### src/rtl/fetch_pc_unit_if.sv
`default_nettype none
// ============================================================================
//  Module      : fetch_pc_unit_if
//  Description : Bundle of the fetch unit's non-clock signals. It carries the
//                redirect and stall inputs from downstream, the
//                instruction-memory request/ack channel, and the IF/ID output
//                bundle.
//  Modports    : master - the fetch unit itself
//                slave  - the environment (imem, decode, branch logic)
//  Signals     : redirect_valid/redirect_pc  taken-branch redirect
//                stall                       IF/ID cannot accept
//                imem_req/imem_addr          fetch request, word aligned
//                imem_ack/imem_rdata         request completion + data
//                if_valid/if_inst/if_pc/if_pc4  IF/ID boundary
//  Revision    : 1.0  initial release
// ============================================================================
interface fetch_pc_unit_if;
  logic        redirect_valid;
  logic [31:0] redirect_pc;
  logic        stall;
  logic        imem_req;
  logic [31:0] imem_addr;
  logic        imem_ack;
  logic [31:0] imem_rdata;
  logic        if_valid;
  logic [31:0] if_inst;
  logic [31:0] if_pc;
  logic [31:0] if_pc4;

  modport master (
    input  redirect_valid, redirect_pc, stall, imem_ack, imem_rdata,
    output imem_req, imem_addr, if_valid, if_inst, if_pc, if_pc4
  );

  modport slave (
    output redirect_valid, redirect_pc, stall, imem_ack, imem_rdata,
    input  imem_req, imem_addr, if_valid, if_inst, if_pc, if_pc4
  );
endinterface
`default_nettype wire

### src/rtl/fetch_pc_unit.sv
`default_nettype none
// ============================================================================
//  Module      : fetch_pc_unit
//  Description : Fetch-stage PC owner. It issues one instruction-memory
//                request at a time and presents fetched words to IF/ID. A
//                one-entry skid buffer catches a word that returns while
//                decode is stalled. Redirects squash wrong-path fetches and
//                restart fetching at the target.
//  Ports       : clk    - clock, rising edge
//                reset  - asynchronous active-high reset
//                bus    - fetch_pc_unit_if.master (redirect, stall, imem
//                         channel, IF/ID outputs)
//  Revision    : 1.0  initial release
// ============================================================================
module fetch_pc_unit #(
  parameter logic [31:0] RESET_PC = 32'h0000_0000,
  parameter logic [31:0] PC_INC   = 32'd4
) (
  input  wire logic      clk,
  input  wire logic      reset,
  fetch_pc_unit_if.master bus
);

  typedef enum logic [1:0] {
    S_IDLE      = 2'd0,
    S_FETCH     = 2'd1,
    S_WAIT_SKID = 2'd2,
    S_DRAIN     = 2'd3
  } state_t;

  state_t      state_q, state_d;
  logic [31:0] pc_q, pc_d;
  logic [31:0] drain_addr_q, drain_addr_d;
  logic        out_valid_q, out_valid_d;
  logic [31:0] out_inst_q, out_inst_d;
  logic [31:0] out_pc_q, out_pc_d;
  logic        skid_valid_q, skid_valid_d;
  logic [31:0] skid_inst_q, skid_inst_d;
  logic [31:0] skid_pc_q, skid_pc_d;

  logic        advance;
  logic [31:0] redirect_target;

  // Output register may take new data when empty or when decode consumes it.
  assign advance         = !out_valid_q || !bus.stall;
  assign redirect_target = bus.redirect_pc & ~32'h3;

  // Request channel depends only on registered state, never on inputs.
  assign bus.imem_req  = (state_q == S_FETCH) || (state_q == S_DRAIN);
  assign bus.imem_addr = (state_q == S_DRAIN) ? drain_addr_q : pc_q;

  assign bus.if_valid = out_valid_q;
  assign bus.if_inst  = out_inst_q;
  assign bus.if_pc    = out_pc_q;
  assign bus.if_pc4   = out_pc_q + PC_INC;

  always_ff @(posedge clk or posedge reset) begin
    if (reset) begin
      state_q      <= S_IDLE;
      pc_q         <= RESET_PC;
      drain_addr_q <= 32'h0;
      out_valid_q  <= 1'b0;
      out_inst_q   <= 32'h0;
      out_pc_q     <= 32'h0;
      skid_valid_q <= 1'b0;
      skid_inst_q  <= 32'h0;
      skid_pc_q    <= 32'h0;
    end else begin
      state_q      <= state_d;
      pc_q         <= pc_d;
      drain_addr_q <= drain_addr_d;
      out_valid_q  <= out_valid_d;
      out_inst_q   <= out_inst_d;
      out_pc_q     <= out_pc_d;
      skid_valid_q <= skid_valid_d;
      skid_inst_q  <= skid_inst_d;
      skid_pc_q    <= skid_pc_d;
    end
  end

  always_comb begin
    state_d      = state_q;
    pc_d         = pc_q;
    drain_addr_d = drain_addr_q;
    out_valid_d  = out_valid_q;
    out_inst_d   = out_inst_q;
    out_pc_d     = out_pc_q;
    skid_valid_d = skid_valid_q;
    skid_inst_d  = skid_inst_q;
    skid_pc_d    = skid_pc_q;

    if (bus.redirect_valid) begin
      // Redirect overrides stall: everything already fetched is wrong-path.
      pc_d         = redirect_target;
      out_valid_d  = 1'b0;
      skid_valid_d = 1'b0;
      case (state_q)
        S_FETCH: begin
          if (bus.imem_ack) begin
            state_d = S_FETCH;
          end else begin
            // Keep the old request on the bus until memory completes it.
            state_d      = S_DRAIN;
            drain_addr_d = pc_q;
          end
        end
        S_DRAIN: state_d = S_DRAIN;
        default: state_d = S_FETCH;
      endcase
    end else begin
      // Decode consumed the current word; refilled below if data is ready.
      if (advance) begin
        out_valid_d = 1'b0;
      end
      case (state_q)
        S_IDLE: state_d = S_FETCH;
        S_FETCH: begin
          if (bus.imem_ack) begin
            pc_d = pc_q + PC_INC;
            if (advance) begin
              out_valid_d = 1'b1;
              out_inst_d  = bus.imem_rdata;
              out_pc_d    = pc_q;
            end else begin
              skid_valid_d = 1'b1;
              skid_inst_d  = bus.imem_rdata;
              skid_pc_d    = pc_q;
              state_d      = S_WAIT_SKID;
            end
          end
        end
        S_WAIT_SKID: begin
          if (advance) begin
            out_valid_d  = 1'b1;
            out_inst_d   = skid_inst_q;
            out_pc_d     = skid_pc_q;
            skid_valid_d = 1'b0;
            state_d      = S_FETCH;
          end
        end
        S_DRAIN: begin
          // Stale-address data is dropped; fetch resumes at the new pc.
          if (bus.imem_ack) begin
            state_d = S_FETCH;
          end
        end
        default: state_d = S_IDLE;
      endcase
    end
  end

endmodule
`default_nettype wire
### src/flat_wrapper.sv
// flat-port wrapper written by rule: the top's interface ports become plain ports
module fetch_pc_unit_flat 
#(
  parameter logic [31:0] RESET_PC = 32'h0000_0000,
  parameter logic [31:0] PC_INC   = 32'd4
)
  (clk, reset, bus_redirect_valid, bus_redirect_pc, bus_stall, bus_imem_ack, bus_imem_rdata, bus_imem_req, bus_imem_addr, bus_if_valid, bus_if_inst, bus_if_pc, bus_if_pc4);
  fetch_pc_unit_if bus_i ();
  input  wire logic clk;
  input  wire logic reset;
  input wire logic [$bits(bus_i.redirect_valid)-1:0] bus_redirect_valid;
  input wire logic [$bits(bus_i.redirect_pc)-1:0] bus_redirect_pc;
  input wire logic [$bits(bus_i.stall)-1:0] bus_stall;
  input wire logic [$bits(bus_i.imem_ack)-1:0] bus_imem_ack;
  input wire logic [$bits(bus_i.imem_rdata)-1:0] bus_imem_rdata;
  output wire logic [$bits(bus_i.imem_req)-1:0] bus_imem_req;
  output wire logic [$bits(bus_i.imem_addr)-1:0] bus_imem_addr;
  output wire logic [$bits(bus_i.if_valid)-1:0] bus_if_valid;
  output wire logic [$bits(bus_i.if_inst)-1:0] bus_if_inst;
  output wire logic [$bits(bus_i.if_pc)-1:0] bus_if_pc;
  output wire logic [$bits(bus_i.if_pc4)-1:0] bus_if_pc4;
  assign bus_i.redirect_valid = bus_redirect_valid;
  assign bus_i.redirect_pc = bus_redirect_pc;
  assign bus_i.stall = bus_stall;
  assign bus_i.imem_ack = bus_imem_ack;
  assign bus_i.imem_rdata = bus_imem_rdata;
  assign bus_imem_req = bus_i.imem_req;
  assign bus_imem_addr = bus_i.imem_addr;
  assign bus_if_valid = bus_i.if_valid;
  assign bus_if_inst = bus_i.if_inst;
  assign bus_if_pc = bus_i.if_pc;
  assign bus_if_pc4 = bus_i.if_pc4;
  fetch_pc_unit #(.RESET_PC(RESET_PC), .PC_INC(PC_INC)) u_core (.clk(clk), .reset(reset), .bus(bus_i));
endmodule
### config.mk
export PLATFORM = sky130hd
export DESIGN_NAME = fetch_pc_unit_flat
export DESIGN_NICKNAME = d
export VERILOG_FILES = /design/src/rtl/fetch_pc_unit_if.sv /design/src/rtl/fetch_pc_unit.sv /design/src/flat_wrapper.sv
export SDC_FILE = /design/constraint.sdc
export NUM_CORES = 1
export LEC_CHECK = 0
export ABC_AREA = 1
export CAP_MARGIN = 5
export CORE_MARGIN = 5
export CORE_UTILIZATION = 52
export CTS_CLUSTER_DIAMETER = 120
export DETAILED_ROUTE_END_ITERATION = 6
export PLACE_DENSITY = 0.88
export SYNTH_ARGS = -nofsm -noshare
export SYNTH_HDL_FRONTEND = slang
export SYNTH_SLANG_ARGS = --single-unit
### constraint.sdc
create_clock -name clk -period 8.25 [get_ports clk]
set_input_delay 1.65 -clock clk [delete_from_list [all_inputs] [get_ports clk]]
set_output_delay 1.65 -clock clk [all_outputs]
set_load 0.02 [all_outputs]
Run 1, floorplan with the power grid:
The bar under the picture is 50 um long. Pins as bars on the die edge.
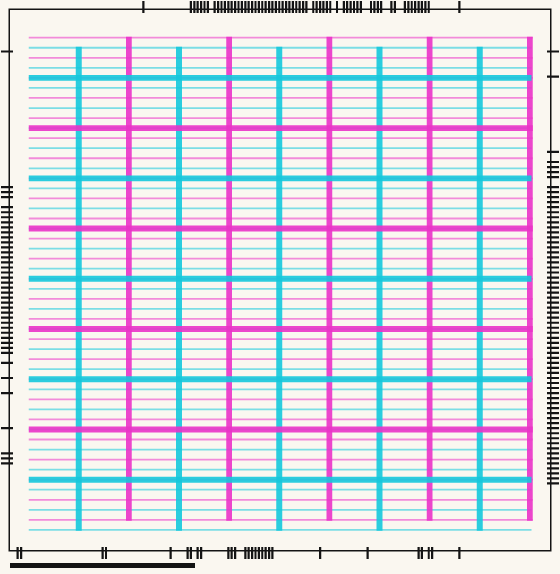
legend:
  cyan:
    net: VSS
  magenta:
    net: VDD
signal pins: 199
met5 straps: 9

Run 1, routed metal, one colour a layer:
The bar under the picture is 50 um long. Two of the layers only.
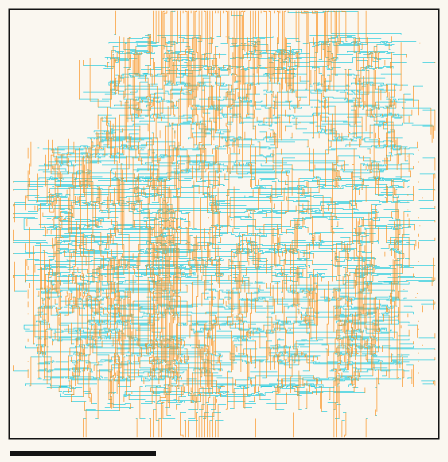
legend:
  cyan:
    layer: M1
    wire_length: 11700 um
  orange:
    layer: M2
    wire_length: 11600 um

==> flow_metrics.py, run 1 <==
# Synthesis and PnR figures
metrics = {
    "outcome": {
        "outcome": "completed",
    },
    "cells_and_area": {
        "fill_cells": 1539,
        "buffer_area_share_pct": 16.0,
        "buffers": 197,
        "comb_cells": 909,
        "seq_area_share_pct": 38.4,
        "syn2layout_area_growth_pct": 26.3,
        "nClkBuffers": 17,
        "lay_top_count": "nand2_1",
        "clk_share_pct": 5.04,
        "inv_count": 121,
        "final_cell_area_um2": 12200,
        "mi_logic_area_um2": 4190,
        "fin_cells": 1675,
        "largest_class": "registers",
        "n_antenna_cell": 0,
        "layout.cells.most_common_list": "nand2_1, clkdlybuf4s50_1, dfrtp_1",
        "fin_util_pct": 67.1,
        "drive_gt1_share_pct": 3.94,
    },
    "cts": {
        "cts_repair_resize_count": 0,
        "htreeDepth": 4,
        "clk_latency_ns": 0.44,
        "cts.clk_slew.worst_paths_ns": 0.08,
        "postCtsSetupBuffers": 0,
        "cts.hold.buffers_added": 0,
    },
    "floorplanning": {
        "num_rows": 49,
        "die_w_um": 146,
        "die_h_um": 146,
        "fp.coreArea_um2": 18100,
        "floorplan.core_util_pct": 53.2,
        "chipArea_um2": 21400,
    },
    "worst_setup_path": {
        "cp_num_cells": 3,
        "cpMaxStageDelayCell": "ha_2",
        "r2r_cells": 9,
        "slowest_delay_ns": 0.87,
        "endpoint_kind": "output port",
        "r2r_end": "u_core.bus.if_pc[23]",
        "startpoint": "u_core.state_q[1]",
        "crit_path_end": "bus_imem_addr[10]",
        "r2r_start": "u_core.state_q[1]",
        "crit_buf_inv": 1,
        "start_kind": "register",
        "cp_max_fo": 62,
        "crit_chain": "ha_2, o21ai_0, clkdlybuf4s50_1",
        "critical_path_class": "register to output port",
        "worstPathRequired_ns": 6.60,
        "critPathTopFamily": "adder cells",
        "r2r_slack_ns": 5.53,
    },
    "synth": {
        "ys_ff": 187,
        "top_cell": "nand2_1",
        "ff_type": "dfrtp_1",
        "syn_avg_cell_area_um2": 7.53,
        "synth.distinct_cells": 38,
        "async_flop_share_pct": 100,
        "top_area_share_pct": 48.5,
        "synth_cells": 1281,
        "mux_share_pct": 0,
        "yosysChipArea_um2": 9650,
        "top_area_cell": "dfrtp_1",
        "netlist_area_um2": 9650,
        "ys_top_cells_by_area": "dfrtp_1, nand2_1, o21ai_0",
        "common_cells": "nand2_1, dfrtp_1, o21ai_0",
        "edf_count": 0,
        "ys_sh_adder_pct": 0.648,
        "xor_share_pct": 2.63,
        "synth_seq_share_pct": 48.5,
        "ys_sh_aoi_pct": 15.3,
        "topCombFamilyByArea": "simple AND/OR/NAND/NOR gates",
    },
    "route": {
        "dr.pass1.iters": 6,
        "drcViolationCount": 0,
        "wl_per_cell_um": 15.5,
        "viasPerCell": 5.27,
        "dr.max_layer_used": "met4",
        "ant_nets": 0,
        "drt_wl_total_mm": 25.9,
        "drt_iter0_drc": 671,
        "wl_met3_mm": 1.76,
    },
    "power": {
        "pwr-share-comb_pct": 47.7,
        "switching_power_mw": 1.94,
        "p_int_mw": 2.54,
        "powerComb_mw": 2.14,
        "p_leak_nw": 5.50,
        "p_seq_mw": 1.51,
        "pwr-share-clk_pct": 18.7,
        "power.density_nw_per_um2": 368,
        "swShare_pct": 43.3,
        "power_mw": 4.49,
        "power-top-group": "combinational logic",
        "irDropWorstVdd_v": 0.000270,
        "p_clk_mw": 0.837,
    },
    "min_path": {
        "holdPathStages": 2,
        "hp-start": "u_core.skid_pc_q[6]",
        "hp-class": "register to register",
    },
    "global_routing": {
        "grt-busiest-layer": "met2",
        "antenna_found_initial": 0,
        "grt_max_degree": 125,
        "grt_pass1_wl_mm": 41.9,
        "grtUsageMet3_pct": 5.39,
        "overflow": 0,
        "grt_use_total_pct": 23.8,
        "grt_pass1_vias": 8188,
    },
    "placement": {
        "port_buffers": 190,
        "place_area_um2": 11600,
        "dp_slack_ns": 3.92,
    },
    "timing": {
        "finalMaxSlewViolations": 0,
        "setup_viol": 0,
        "finalSetupTns_ns": 0,
        "fin_crit_sh_pct": 53.1,
        "fmax_mhz": 228,
        "finalHoldViolations": 0,
        "setup_ws_ns": 3.87,
        "max_slew_margin_pct": 25.7,
        "whs_ns": 0.488,
    },
    "job": {
        "warning_count": 36,
        "drv_cap": 0,
    },
}
Run 1, clock nets:
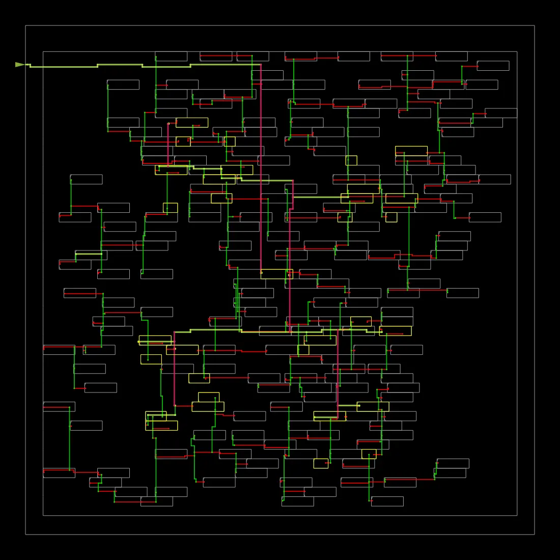
CTS Sinks: 187
Clock Skew: 0.00908 ns
TritonCTS Buffers: 17
num sequential: 187

==> run 2: changes to the inputs <==
==> constraint.sdc (replaced) <==
create_clock -name clk -period 4.35 [get_ports clk]
set_input_delay 0.87 -clock clk [delete_from_list [all_inputs] [get_ports clk]]
set_output_delay 0.87 -clock clk [all_outputs]
set_load 0.02 [all_outputs]
Run 2, floorplan with the power grid:
The bar under the picture is 50 um long. Pins as bars on the die edge.
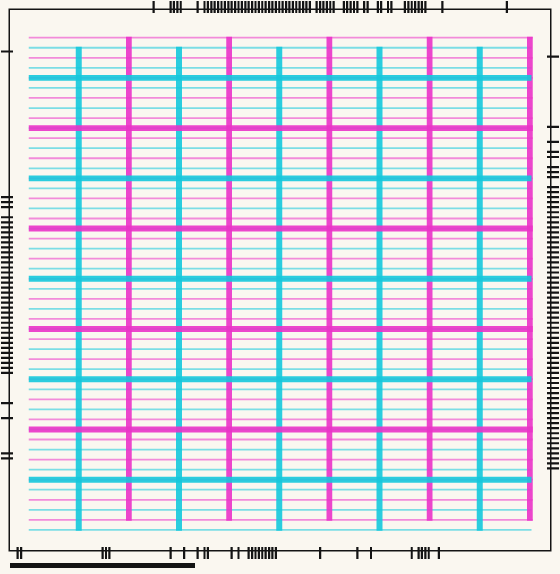
legend:
  magenta:
    net: VDD
  cyan:
    net: VSS
rows: 49
met5 straps: 9
signal pins: 199
met1 rails: 50

Run 2, routed metal, one colour a layer:
The bar under the picture is 50 um long. Two of the layers only.
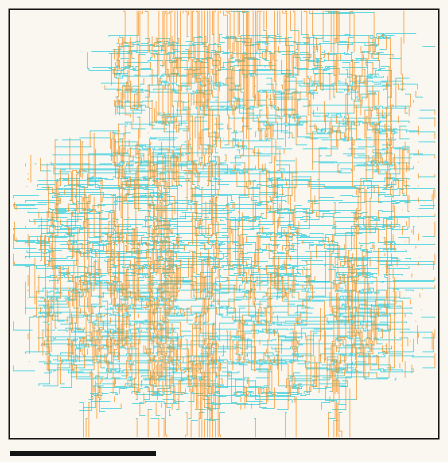
legend:
  cyan:
    layer: M1
    wire_length: 11300 um
  orange:
    layer: M2
    wire_length: 11800 um

==> run 2 against run 1 <==
Effect of this change: clock power up 84%; largest cell class unchanged; combinational power is 92% higher; power up 89%; highest routed layer unchanged; cell count is 0.18% higher; synthesized cell count did not move; non-clock buffer count up 3; flip-flop count is the same; synthesized area did not move; setup slack got worse by 3.3 ns; worst hold slack hardly changed.
==> flow_metrics.py, run 2 <==
# Synthesis and PnR figures
metrics = {
    "route": {
        "drcViolationCount": 0,
        "viasPerCell": 5.37,
        "wl_met3_mm": 1.95,
        "dr.pass1.iters": 5,
        "ant_nets": 0,
        "dr.max_layer_used": "met4",
    },
    "worst_setup_path": {
        "start_kind": "register",
        "crit_buf_inv": 2,
        "r2r_start": "u_core.state_q[1]",
        "cpMaxStageDelayCell": "ha_1",
        "critPathTopFamily": "buffers and inverters",
        "crit_chain": "ha_1, buf_4, nand2_1, o21ai_0, clkdlybuf4s50_1",
        "startpoint": "u_core.state_q[1]",
        "slowest_delay_ns": 0.85,
        "crit_path_end": "bus_imem_addr[17]",
        "critical_path_class": "register to output port",
    },
    "synth": {
        "topCombFamilyByArea": "simple AND/OR/NAND/NOR gates",
        "synth_seq_share_pct": 48.5,
        "yosysChipArea_um2": 9650,
        "common_cells": "nand2_1, dfrtp_1, o21ai_0",
        "synth_cells": 1281,
        "ys_sh_aoi_pct": 15.3,
        "syn_avg_cell_area_um2": 7.53,
        "top_area_share_pct": 48.5,
        "ys_top_cells_by_area": "dfrtp_1, nand2_1, o21ai_0",
        "top_area_cell": "dfrtp_1",
        "xor_share_pct": 2.63,
        "edf_count": 0,
    },
    "cells_and_area": {
        "buffer_area_share_pct": 16.5,
        "flop-count": 187,
        "fin_cells": 1678,
        "drive_gt1_share_pct": 4.07,
        "mi_logic_area_um2": 4190,
        "fin_util_pct": 67.3,
        "syn2layout_area_growth_pct": 26.5,
        "lay_top_count": "nand2_1",
        "final_cell_area_um2": 12200,
        "layout.cells.most_common_list": "nand2_1, clkdlybuf4s50_1, dfrtp_1",
    },
    "timing": {
        "fin_crit_sh_pct": 85.9,
        "max_slew_margin_pct": 32.8,
        "finalMaxSlewViolations": 0,
        "fmax_mhz": 268,
        "finalHoldViolations": 0,
        "fin_skew_ns": 0.0135,
    },
    "floorplanning": {
        "chipArea_um2": 21400,
        "floorplan.core_util_pct": 53.2,
        "num_rows": 49,
    },
    "min_path": {
        "hp-class": "register to register",
        "holdPathStages": 2,
    },
    "power": {
        "irDropWorstVdd_v": 0.000436,
        "powerComb_mw": 4.10,
        "power_mw": 8.49,
        "pwr-share-clk_pct": 18.1,
        "p_int_mw": 4.87,
    },
    "cts": {
        "numCtsBuffers": 17,
        "cts.hold.buffers_added": 0,
        "cts_repair_resize_count": 0,
        "clk_latency_ns": 0.43,
    },
    "global_routing": {
        "antenna_found_initial": 0,
        "grt-busiest-layer": "met2",
        "grt_use_total_pct": 23.8,
        "grt_max_degree": 188,
        "grt_pass1_wl_mm": 41.8,
        "grt_pass1_vias": 8336,
    },
    "placement": {
        "dp_slack_ns": 1.07,
        "place_area_um2": 11600,
        "port_buffers": 190,
    },
    "job": {
        "drv_cap": 0,
        "warning_count": 34,
    },
    "outcome": {
        "outcome": "completed",
    },
}
Power figures rest on the tool's default switching activity, not on a simulated workload.
